M1 wires:
Scale bar: 20 microns. Supply wires on this layer in gray.
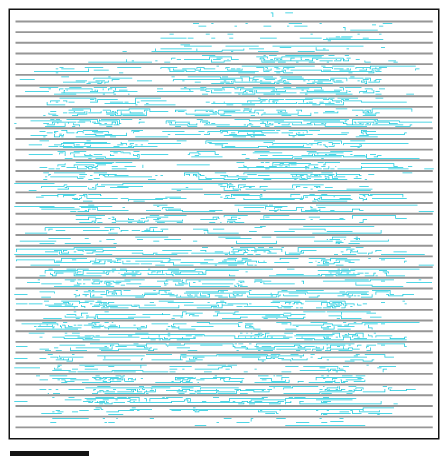
Metal 2:
Cells faint in the background.
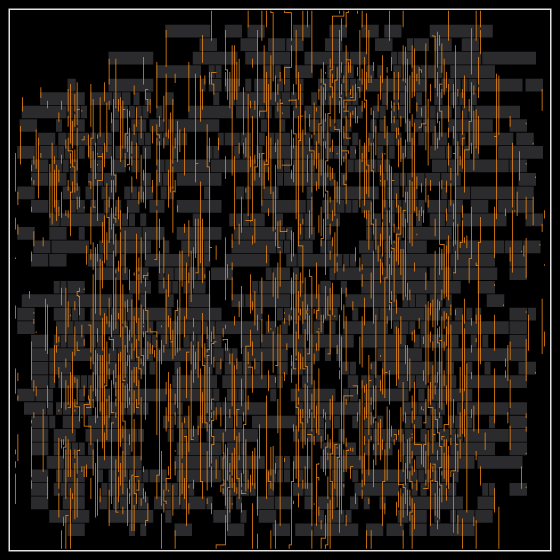
Metal 3:
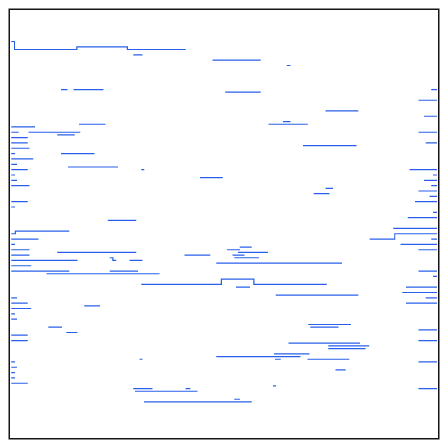
$ cat src/rtl/pifo_dequeue_engine_pkg.sv
// Shared PIFO header types for the dequeue side.
//   Priority      : head priority; a lower numeric value means higher precedence
//   PacketPointer : opaque packet handle, passed through unmodified
//   pifo_entry_t  : {priority, pointer} pair as held in the output buffer
//   deq_state_t   : dequeue engine FSM states
package pifo_dequeue_engine_pkg;

    localparam int PRIORITY_WIDTH = 8;
    localparam int POINTER_WIDTH  = 16;

    typedef logic [PRIORITY_WIDTH-1:0] Priority;
    typedef logic [POINTER_WIDTH-1:0]  PacketPointer;

    typedef struct packed {
        Priority      prio;
        PacketPointer pointer;
    } pifo_entry_t;

    typedef enum logic [1:0] {
        DISABLED = 2'd0,
        READY    = 2'd1,
        GAP      = 2'd2
    } deq_state_t;

    // Unsigned compare; a threshold of all-ones admits every head.
    function automatic logic is_eligible(input Priority prio, input Priority threshold);
        return prio <= threshold;
    endfunction

endpackage

$ cat src/rtl/pifo_out_buffer.sv
// Two-entry registered valid/ready FIFO holding popped PIFO entries.
//   clk, reset  : clock, asynchronous active-high reset
//   push        : write push_entry (only honoured while space=1)
//   push_entry  : entry to write
//   flush       : discard all buffered entries next cycle
//   out_valid   : head entry valid (registered)
//   out_entry   : head entry (registered, stable while out_valid & !out_ready)
//   out_ready   : downstream accept
//   space       : a push can be taken this cycle
//   occ         : current occupancy, 0..2
module pifo_out_buffer
    import pifo_dequeue_engine_pkg::*;
(
    input  logic        clk,
    input  logic        reset,
    input  logic        push,
    input  pifo_entry_t push_entry,
    input  logic        flush,
    output logic        out_valid,
    output pifo_entry_t out_entry,
    input  logic        out_ready,
    output logic        space,
    output logic [1:0]  occ
);

    pifo_entry_t slot0;
    pifo_entry_t slot1;
    logic [1:0]  occ_q;
    logic        fire;

    assign fire      = (occ_q != 2'd0) & out_ready;
    // A full buffer still accepts a push when the head leaves in the same cycle.
    assign space     = (occ_q != 2'd2) | fire;
    assign out_valid = (occ_q != 2'd0);
    assign out_entry = slot0;
    assign occ       = occ_q;

    always_ff @(posedge clk or posedge reset) begin
        if (reset) begin
            slot0 <= '0;
            slot1 <= '0;
            occ_q <= 2'd0;
        end else if (flush) begin
            occ_q <= 2'd0;
        end else begin
            case ({push, fire})
                2'b11: begin
                    // Occupancy is unchanged; the new entry lands behind what remains.
                    if (occ_q == 2'd2) begin
                        slot0 <= slot1;
                        slot1 <= push_entry;
                    end else begin
                        slot0 <= push_entry;
                    end
                end
                2'b10: begin
                    if (occ_q == 2'd0) begin
                        slot0 <= push_entry;
                        occ_q <= 2'd1;
                    end else if (occ_q == 2'd1) begin
                        slot1 <= push_entry;
                        occ_q <= 2'd2;
                    end
                end
                2'b01: begin
                    slot0 <= slot1;
                    occ_q <= occ_q - 2'd1;
                end
                default: ;
            endcase
        end
    end

endmodule

$ cat src/rtl/pifo_dequeue_engine.sv
// Reader-side PIFO client: pops eligible heads with a programmable minimum
// gap between pops and hands them downstream through a 2-entry buffer.
//   clk, reset                  : clock, asynchronous active-high reset
//   i__pifo_empty/priority/...  : PIFO head view (combinational from PIFO)
//   o__pifo_dequeue             : pop strobe to the PIFO (combinational)
//   i__enable                   : run enable
//   i__priority_threshold       : head eligible iff priority <= threshold
//   i__min_gap                  : idle cycles enforced after each pop
//   i__flush                    : discard buffered entries
//   o__data_out_*, i__data_out_ready : downstream valid/ready interface
//   o__dequeue_count            : pops since reset, wrapping
//   o__busy                     : buffer non-empty or pacing gap in progress
//
// state    | meaning
// ---------+------------------------------------------------------------
// DISABLED | engine off; no pops, gap counter held at zero
// READY    | pop whenever the head is eligible and the buffer has space
// GAP      | pacing after a pop; counts down to release the next pop
module pifo_dequeue_engine
    import pifo_dequeue_engine_pkg::*;
#(
    parameter int GAP_WIDTH   = 8,
    parameter int COUNT_WIDTH = 32
) (
    input  logic                   clk,
    input  logic                   reset,
    input  logic                   i__pifo_empty,
    input  Priority                i__pifo_priority,
    input  PacketPointer           i__pifo_packet_pointer,
    output logic                   o__pifo_dequeue,
    input  logic                   i__enable,
    input  Priority                i__priority_threshold,
    input  logic [GAP_WIDTH-1:0]   i__min_gap,
    input  logic                   i__flush,
    output logic                   o__data_out_valid,
    output Priority                o__data_out_priority,
    output PacketPointer           o__data_out,
    input  logic                   i__data_out_ready,
    output logic [COUNT_WIDTH-1:0] o__dequeue_count,
    output logic                   o__busy
);

    deq_state_t             state;
    logic [GAP_WIDTH-1:0]   gap_count;
    logic [COUNT_WIDTH-1:0] dequeue_count;
    logic                   pop;
    logic                   buf_space;
    logic [1:0]             buf_occ;
    pifo_entry_t            head_entry;
    pifo_entry_t            out_entry;

    assign head_entry = '{prio: i__pifo_priority, pointer: i__pifo_packet_pointer};

    // An ineligible head simply yields no pop this cycle; the FSM stays in READY.
    assign pop = (state == READY)
               & !i__pifo_empty
               & is_eligible(i__pifo_priority, i__priority_threshold)
               & buf_space
               & !i__flush;

    assign o__pifo_dequeue = pop;

    always_ff @(posedge clk or posedge reset) begin
        if (reset) begin
            state     <= DISABLED;
            gap_count <= '0;
        end else if (!i__enable) begin
            state     <= DISABLED;
            gap_count <= '0;
        end else begin
            case (state)
                DISABLED: state <= READY;
                READY: begin
                    // min_gap is sampled only here, so mid-gap changes do not
                    // disturb the gap already in progress.
                    if (pop && (i__min_gap != '0)) begin
                        gap_count <= i__min_gap;
                        state     <= GAP;
                    end
                end
                GAP: begin
                    // Leaving at a count of 1 yields exactly min_gap idle cycles.
                    if (gap_count <= GAP_WIDTH'(1)) begin
                        gap_count <= '0;
                        state     <= READY;
                    end else begin
                        gap_count <= gap_count - GAP_WIDTH'(1);
                    end
                end
                default: state <= DISABLED;
            endcase
        end
    end

    always_ff @(posedge clk or posedge reset) begin
        if (reset) begin
            dequeue_count <= '0;
        end else if (pop) begin
            dequeue_count <= dequeue_count + COUNT_WIDTH'(1);
        end
    end

    pifo_out_buffer u_out_buffer (
        .clk        (clk),
        .reset      (reset),
        .push       (pop),
        .push_entry (head_entry),
        .flush      (i__flush),
        .out_valid  (o__data_out_valid),
        .out_entry  (out_entry),
        .out_ready  (i__data_out_ready),
        .space      (buf_space),
        .occ        (buf_occ)
    );

    assign o__data_out_priority = out_entry.prio;
    assign o__data_out          = out_entry.pointer;
    assign o__dequeue_count     = dequeue_count;
    assign o__busy              = (buf_occ != 2'd0) | (state == GAP);

endmodule

$ cat config.mk
export PLATFORM = sky130hd
export DESIGN_NAME = pifo_dequeue_engine
export DESIGN_NICKNAME = d
export VERILOG_FILES = /design/src/rtl/pifo_dequeue_engine_pkg.sv /design/src/rtl/pifo_out_buffer.sv /design/src/rtl/pifo_dequeue_engine.sv
export SDC_FILE = /design/constraint.sdc
export NUM_CORES = 1
export LEC_CHECK = 0
export ABC_AREA = 1
export CAP_MARGIN = 20
export CORE_UTILIZATION = 50
export DETAILED_ROUTE_END_ITERATION = 10
export GPL_ROUTABILITY_DRIVEN = 0
export PLACE_DENSITY_LB_ADDON = 0.15
export SLEW_MARGIN = 20
export SYNTH_ARGS = -nofsm -noshare
export SYNTH_HDL_FRONTEND = slang
export SYNTH_SLANG_ARGS = --single-unit
$ cat constraint.sdc
create_clock -name clk -period 4.7 [get_ports clk]
set_input_delay 0.47 -clock clk [delete_from_list [all_inputs] [get_ports clk]]
set_output_delay 0.47 -clock clk [all_outputs]
set_load 0.02 [all_outputs]
==> flow_metrics.tcl <==
# implementation run metrics
set metrics [dict create \
    clockBufferDepth 2 \
    overflow 0 \
    ff_type "dfrtp_1" \
    post-synth-top-count-cell "nand2_1" \
    startpoint_type "flop" \
    cts_tree "yes" \
    status "finished, final reports clean" \
    maxSlewHeadroom_pct 41.8 \
    ys.flops 92 \
    timing.fmax_mhz 263 \
    highest_layer "met4" \
    top_area_share_pct 40.2 \
    min_period_ns 3.80 \
    cts_max_level 3 \
    crit_arrival_ns 3.33 \
    edf_count 0 \
    ys_sh_adder_pct 3.72 \
    wl_met1_microns 6540 \
    wl_met2_microns 6840 \
    die_h_microns 109 \
]
-- 'M1 wires' (at the start) --
- nets with wire on the layer: 845
- main direction: horizontal
- longest straight run: 49.2 microns
- share of all routed wire: 45%
vias: 5,421
Routed WL: 14,400 microns
met1 GRT Util: 35.3%

-- 'metal 2' (at the start) --
- wire length on this layer: 6,840 microns
- nets with wire on the layer: 736
- share of all routed wire: 47%
- longest straight run: 40.5 microns
- main direction: vertical
met2 usage: 41.8%

-- 'metal 3' (at the start) --
- wire length on this layer: 800 microns
- main direction: horizontal
- nets with wire on the layer: 96
- share of all routed wire: 5.5%
met3 usage: 3.35%

## per-stage QoR
| step | hold WS [ns] | power [W] | instances | instance area, sq um |
|---|---|---|---|---|
| 2_1_floorplan | 0.442 | 0.00246 | 792 | 5720 |
| 3_3_place_gp | 0.453 | 0.00301 | 1011 | 6820 |
| 3_5_place_dp | 0.459 | 0.00308 | 1011 | 6820 |
| 4_1_cts | 0.473 | 0.00391 | 1027 | 7150 |
| 5_1_grt | 0.487 | 0.00419 | 1027 | 7150 |
| 6_report | 0.470 | 0.00389 | 1027 | 7150 |
## metal layers
layer | vias to the layer above | track usage, %
li1 | 2706 | -
met5 | - | 0
met1 | 2527 | 35.3
met4 | 0 | 10.8
met2 | 168 | 41.8
met3 | 20 | 3.35
## cells in the final DEF (no fill, tap or decap), drive strengths merged
cell	synthesis	layout
o21a	1	1
nand2	215	215
nor3	16	16
clkdlybuf4s50	0	104
o211ai	4	4
nand3b	1	1
clkbuf	15	11
dfrtp	92	92
buf	14	4
bufinv	0	3
a21oi	5	5
clkinv	1	4
xor2	27	27
o22ai	48	48
nor2	78	78
nand2b	1	1
xnor2	6	6
o21ai	70	70
a21o	1	1
ha	17	17
nand3	45	45
o31ai	1	1
nor4	3	3
nand4	6	6
inv	125	124
## worst min-delay path, stage by stage, from the launching register on
cell and delay, ns:
dfrtp_1 0.34, nand2_1 0.05, nand2_1 0.04
## state kept, by name, summed over array words and instances (netlist names)
register / flops
o__dequeue_count: 32
u_out_buffer.occ: 2
state: 2
u_out_buffer.out_entry: 24
gap_count: 8
u_out_buffer.slot1: 24
## final cells by class
type | instances | area (sq um)
multi-input combinational | 545 | 2790
clock inverter | 5 | 100
inverter | 126 | 477
tap | 140 | 175
clock buffer | 11 | 233
fill | 955 | 3830
timing repair buffer | 108 | 1070
sequential | 92 | 2300
## path summary, 6_finish.rpt
path	depth (start not counted)	end	slack (ns)	start
worst min-delay path	2	u_out_buffer.out_entry[5]	0.47	u_out_buffer.out_entry[5]
worst max-delay path	9	o__pifo_dequeue	0.90	u_out_buffer.occ[0]
min in group asynchronous	2	u_out_buffer.out_entry[9]	0.61	reset
max in group asynchronous	3	u_out_buffer.out_entry[17]	3.03	reset
worst max register to register	14	u_out_buffer.out_entry[13]	1.04	u_out_buffer.occ[0]
worst min register to register	2	u_out_buffer.out_entry[5]	0.47	u_out_buffer.out_entry[5]
## cell families (layout without fill, tap and decap cells)
logic type               after synthesis  after routing
adder cells (fa/ha/maj)               17             17
flip-flops                            92             92
XOR/XNOR                              33             33
AND-OR/OR-AND                        130            130
buffers and inverters                155            250
AND/OR/NAND/NOR                      365            365
## power by group through the flow
| stage | clock network (W) | logic (W) | registers [W] |
|---|---|---|---|
| after floorplan | 0 | 0.00100 | 0.00146 |
| after global placement | 0 | 0.00168 | 0.00134 |
| after detailed placement | 0 | 0.00173 | 0.00134 |
| after CTS | 0.000829 | 0.00174 | 0.00134 |
| after global routing | 0.000860 | 0.00194 | 0.00138 |
| final | 0.000816 | 0.00173 | 0.00134 |
Power and IR drop assume default switching activity.
